## config.mk

```make
export PLATFORM = sky130hd
export DESIGN_NAME = fetch_stage_flat
export DESIGN_NICKNAME = d
export VERILOG_FILES = /design/src/rtl/fetch_stage_if.sv /design/src/rtl/fetch_stage.sv /design/src/flat_wrapper.sv
export SDC_FILE = /design/constraint.sdc
export NUM_CORES = 1
export LEC_CHECK = 0
export ABC_AREA = 1
export CORE_MARGIN = 1
export CORE_UTILIZATION = 27
export CTS_BUF_LIST = sky130_fd_sc_hd__clkbuf_4
export DETAILED_ROUTE_END_ITERATION = 16
export PLACE_DENSITY_LB_ADDON = 0.25
export SLEW_MARGIN = 25
export SYNTH_ARGS = -nofsm -noshare
export SYNTH_HDL_FRONTEND = slang
export SYNTH_SLANG_ARGS = --single-unit
```

## constraint.sdc

```tcl
create_clock -name clk -period 2.6 [get_ports clk]
set_input_delay 0.52 -clock clk [delete_from_list [all_inputs] [get_ports clk]]
set_output_delay 0.52 -clock clk [all_outputs]
set_load 0.01 [all_outputs]
```

## src/rtl/fetch_stage_if.sv

```systemverilog
// fetch_stage_if: hazard/redirect controls, instruction memory link and IF/ID outputs of the fetch stage.
// master = fetch stage side, slave = surrounding pipeline side.
interface fetch_stage_if;
   logic        stall;
   logic        redirect;
   logic [31:0] redirect_target;
   logic [31:0] pc;
   logic [31:0] instruction;
   logic [31:0] if_id_instr;
   logic [31:0] if_id_pc;
   logic [31:0] if_id_pc_plus4;
   logic        if_id_valid;
   modport master (
      input  stall, redirect, redirect_target, instruction,
      output pc, if_id_instr, if_id_pc, if_id_pc_plus4, if_id_valid
   );
   modport slave (
      output stall, redirect, redirect_target, instruction,
      input  pc, if_id_instr, if_id_pc, if_id_pc_plus4, if_id_valid
   );
endinterface

```

## src/rtl/fetch_stage.sv

```systemverilog
// fetch_stage: program counter, instruction fetch and IF/ID register with stall and redirect/flush.
// Define FETCH_PERF_CNT_EN to add fetch/stall/flush performance counters.
module fetch_stage #(
   parameter logic [31:0] RESET_PC  = 32'h0000_0000,
   parameter logic [31:0] NOP_INSTR = 32'h0000_0013
) (
   input  logic               clk,
   input  logic               rst,
   fetch_stage_if.master      bus
`ifdef FETCH_PERF_CNT_EN
   ,
   output logic [31:0]        fetch_count,
   output logic [31:0]        stall_count,
   output logic [31:0]        flush_count
`endif
);
   logic [31:0] pc_q, instr_q, ipc_q, ipc4_q, pc_plus4;
   logic        valid_q;
   assign pc_plus4           = pc_q + 32'd4;
   assign bus.pc             = pc_q;
   assign bus.if_id_instr    = instr_q;
   assign bus.if_id_pc       = ipc_q;
   assign bus.if_id_pc_plus4 = ipc4_q;
   assign bus.if_id_valid    = valid_q;
   // a redirect discards the word fetched this cycle but keeps the old IF/ID PCs
   always_ff @(posedge clk)
      if (rst) begin
         pc_q    <= RESET_PC;
         instr_q <= NOP_INSTR;
         ipc_q   <= '0;
         ipc4_q  <= '0;
         valid_q <= 1'b0;
      end else if (bus.redirect) begin
         pc_q    <= {bus.redirect_target[31:2], 2'b00};
         instr_q <= NOP_INSTR;
         valid_q <= 1'b0;
      end else if (!bus.stall) begin
         pc_q    <= pc_plus4;
         instr_q <= bus.instruction;
         ipc_q   <= pc_q;
         ipc4_q  <= pc_plus4;
         valid_q <= 1'b1;
      end
`ifdef FETCH_PERF_CNT_EN
   always_ff @(posedge clk)
      if (rst) begin
         fetch_count <= '0;
         stall_count <= '0;
         flush_count <= '0;
      end else begin
         fetch_count <= fetch_count + {31'd0, !bus.redirect && !bus.stall};
         stall_count <= stall_count + {31'd0, !bus.redirect && bus.stall};
         flush_count <= flush_count + {31'd0, bus.redirect};
      end
`endif
endmodule
```

## src/flat_wrapper.sv

```systemverilog
// flat-port wrapper written by rule: the top's interface ports become plain ports
module fetch_stage_flat 
#(
   parameter logic [31:0] RESET_PC  = 32'h0000_0000,
   parameter logic [31:0] NOP_INSTR = 32'h0000_0013
)
  (clk, rst, bus_stall, bus_redirect, bus_redirect_target, bus_instruction, bus_pc, bus_if_id_instr, bus_if_id_pc, bus_if_id_pc_plus4, bus_if_id_valid);
  fetch_stage_if bus_i ();
  input  logic clk;
  input  logic rst;
  input wire logic [$bits(bus_i.stall)-1:0] bus_stall;
  input wire logic [$bits(bus_i.redirect)-1:0] bus_redirect;
  input wire logic [$bits(bus_i.redirect_target)-1:0] bus_redirect_target;
  input wire logic [$bits(bus_i.instruction)-1:0] bus_instruction;
  output wire logic [$bits(bus_i.pc)-1:0] bus_pc;
  output wire logic [$bits(bus_i.if_id_instr)-1:0] bus_if_id_instr;
  output wire logic [$bits(bus_i.if_id_pc)-1:0] bus_if_id_pc;
  output wire logic [$bits(bus_i.if_id_pc_plus4)-1:0] bus_if_id_pc_plus4;
  output wire logic [$bits(bus_i.if_id_valid)-1:0] bus_if_id_valid;
  assign bus_i.stall = bus_stall;
  assign bus_i.redirect = bus_redirect;
  assign bus_i.redirect_target = bus_redirect_target;
  assign bus_i.instruction = bus_instruction;
  assign bus_pc = bus_i.pc;
  assign bus_if_id_instr = bus_i.if_id_instr;
  assign bus_if_id_pc = bus_i.if_id_pc;
  assign bus_if_id_pc_plus4 = bus_i.if_id_pc_plus4;
  assign bus_if_id_valid = bus_i.if_id_valid;
  fetch_stage #(.RESET_PC(RESET_PC), .NOP_INSTR(NOP_INSTR)) u_core (.clk(clk), .rst(rst), .bus(bus_i));
endmodule
```

==> run_1/clock_nets.png <==
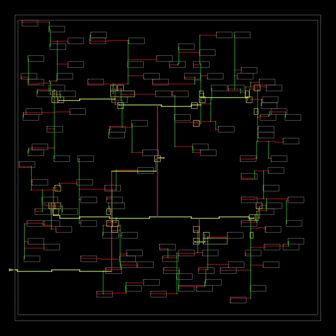
Latency at later pin: 0.53 ns
clock buffers: 18
Clock net power: 1.32 mW
Clock Sinks: 123

==> run_1/clock_wires.png <==
The bar under the picture is 50 um long.
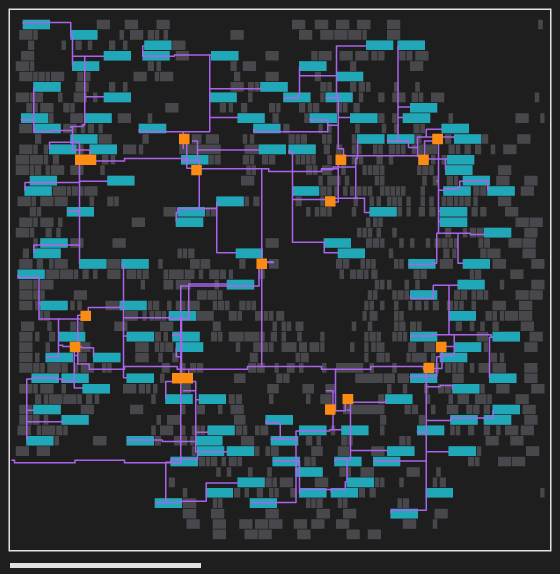
[purple] clock wires | length: 1780 um
[cyan] flip-flops | count: 123
[orange] clock-net drivers | count: 17
routed clock nets	18
Clk network pwr share: 33.3%
clock skew: 0.01171 ns

==> run_results.csv, run 1 <==
group,metric,value,unit
hold_path,hold_class,"in2reg",
power,seqPwrFrac,51.7,%
job,cap_violations,0,
yosys,ys_sh_aoi,16.56,%
detailed_routing,routed_wl,17240,um
cts,ctsHoldBuffers,0,
yosys,synth.cells.most_frequent,"224 x nand2_1, 123 x dfxtp_1, 100 x a21oi_1, 69 x nor2_1, 51 x o21ai_0",
yosys,edf_count,0,
yosys,synth.top_cell.area_share,47.10,%
global_route,grt_pass1_vias,5048,
layout,fillCellCount,1993,
sta,setup_tns,0,ns
layout,final_area,7621,um2
floorplanning,die_h,141.1,um
power,comb-power,595,uW
layout,ff_count,123,
layout,largest_reg_flops,32,
layout,area_delta_synth_final,45.79,%
yosys,yosys_area,5228,um2
worst_setup_path,required,2.08,ns
yosys,yosys.area_share.adder,0.2393,%
sta,fmax,455.6,MHz
global_route,met3_usage,7.880,%
power,power_density,519.8,nW/um2
power,leakage,2.817,nW
hold_path,holdPathEnd,"u_core.bus.if_id_instr[0]",
placed_design,post-place-cells,1157,
worst_setup_path,path_depth,1,
worst_setup_path,cpPeakStageDelay,0.63,ns
layout,top_area_cell_class,"registers",
yosys,topCombFamilyByArea,"simple AND/OR/NAND/NOR gates",
detailed_routing,vias_per_cell,4.384,
worst_setup_path,worstSetupEndpoint,"bus_pc[4]",
power,comb_power_share,15.0,%
detailed_routing,dr_wl_met3,1561,um
floorplanning,die-width,141.1,um
detailed_routing,top_layer,"met4",
worst_setup_path,critical_path.top_delay_family,"buffers and inverters",
power,power.switching,1.119,mW
sta,finalMaxSlewViolations,0,
outcome,status,"completed",
placed_design,place_area,7356,um2
cts,cts_root_buf,"clkbuf_4",
cts,htree_levels,4,
worst_setup_path,r2r_cells,7,
yosys,netlist_area,5228,um2
floorplanning,boundaryPins,197,
power,top_power_group,"registers",
floorplanning,die_area,19920,um2
worst_setup_path,arrival,1.68,ns
detailed_routing,drcViolationCount,0,
job,tool_warnings,28,
==> run_1/ff_map.png <==
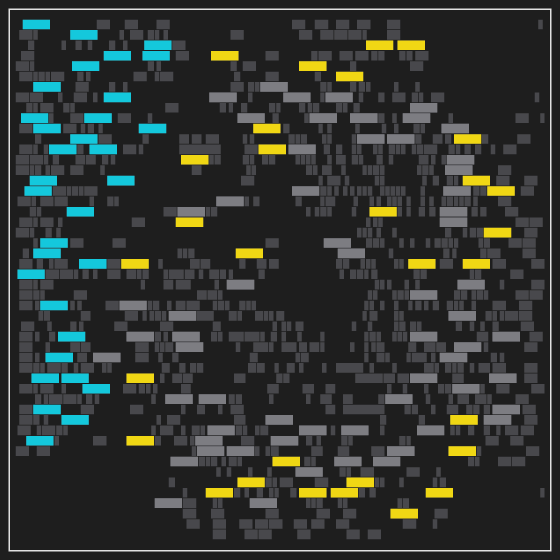
colour	name in the netlist	placed flops
yellow	u_core.bus.if_id_pc	30
cyan	u_core.bus.if_id_instr	32
Reg area: 2462 um2
sequential cell area share: 32.31%
sequential power: 2.05 mW
final core occ: 40.47%

==> run_1/m4.png <==
Supply wires on this layer in grey.
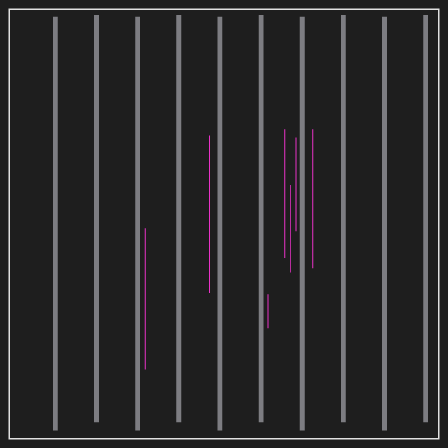

==> run 1 -> run 2 <==
- clock period: 2.6 -> 2 ns (I/O delays scaled with it)
==> run_2/m4.png <==
Supply wires on this layer in grey.
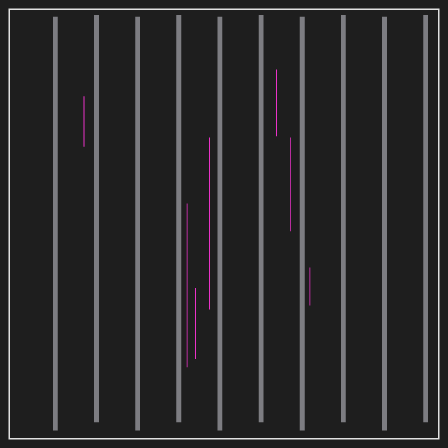
main direction	vertical
share of all routed wire	1.2%

==> run_results.csv, run 2 <==
group,metric,value,unit
floorplanning,die_area,19920,um2
worst_setup_path,critical_path.top_delay_family,"buffers and inverters",
power,top_power_group,"registers",
layout,postLayoutCoreUtil,41.38,%
layout,ff_count,123,
sta,fmax,529.1,MHz
power,leakage,3.019,nW
cts,ctsHoldBuffers,0,
floorplanning,die-width,141.1,um
layout,final_area,7791,um2
floorplanning,die_h,141.1,um
global_route,met3_usage,7.948,%
outcome,status,"completed",
detailed_routing,top_layer,"met4",
worst_setup_path,critPathMaxFanout,4,
layout,inv_count,51,
power,seqPwrFrac,50.2,%
power,power.switching,1.412,mW
power,power_density,678.2,nW/um2
layout,area_delta_synth_final,49.04,%
hold_path,holdPathEnd,"u_core.bus.if_id_instr[4]",
placed_design,post-place-cells,1168,
worst_setup_path,r2r_cells,9,
yosys,netlist_area,5228,um2
yosys,ys_sh_aoi,16.56,%
yosys,edf_count,0,
job,cap_violations,0,
yosys,synth.cells.most_frequent,"224 x nand2_1, 123 x dfxtp_1, 100 x a21oi_1, 69 x nor2_1, 51 x o21ai_0",
job,tool_warnings,28,
floorplanning,boundaryPins,197,
cts,clkSinkCount,123,
yosys,yosys.area_share.adder,0.2393,%
worst_setup_path,required,1.60,ns
detailed_routing,drcViolationCount,0,
power,seq-power,2.65,mW
yosys,topCombFamilyByArea,"simple AND/OR/NAND/NOR gates",
detailed_routing,vias_per_cell,4.418,
worst_setup_path,path_cells,"clkdlybuf4s50_1",
placed_design,gp_congestion,0.8404,
detailed_routing,drt_first_pass_iters,5,
worst_setup_path,worstSetupEndpoint,"bus_pc[28]",
power,comb_power_share,15.0,%
detailed_routing,dr_wl_met3,1595,um
hold_path,hold_path_depth,4,
hold_path,min-delay-start,"rst",
layout,flop_area,2514,um2
yosys,largest_area_cell,"dfxtp_1",
yosys,synth.top_cell.area_share,47.10,%
cts,cts_root_buf,"clkbuf_4",
hold_path,hold_class,"in2reg",
sta,fin_worst_skew,0.02149,ns
sta,setup_tns,0,ns
layout,seq_area_share,32.26,%
power,p_clk_share,34.8,%
yosys,yosys_area,5228,um2
worst_setup_path,arrival,1.49,ns
cts,htree_levels,4,
global_route,grt_pass1_vias,5157,
layout,largest_reg_flops,32,
layout,clock_buffers,21,
==> run_2/clock_wires.png <==
The bar under the picture is 50 um long.
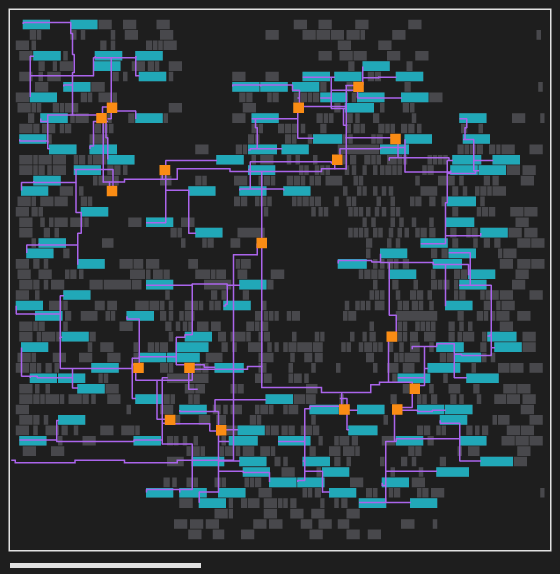
Latency at later pin: 0.54 ns
Clock net power: 1.84 mW

Power and IR drop assume default switching activity.
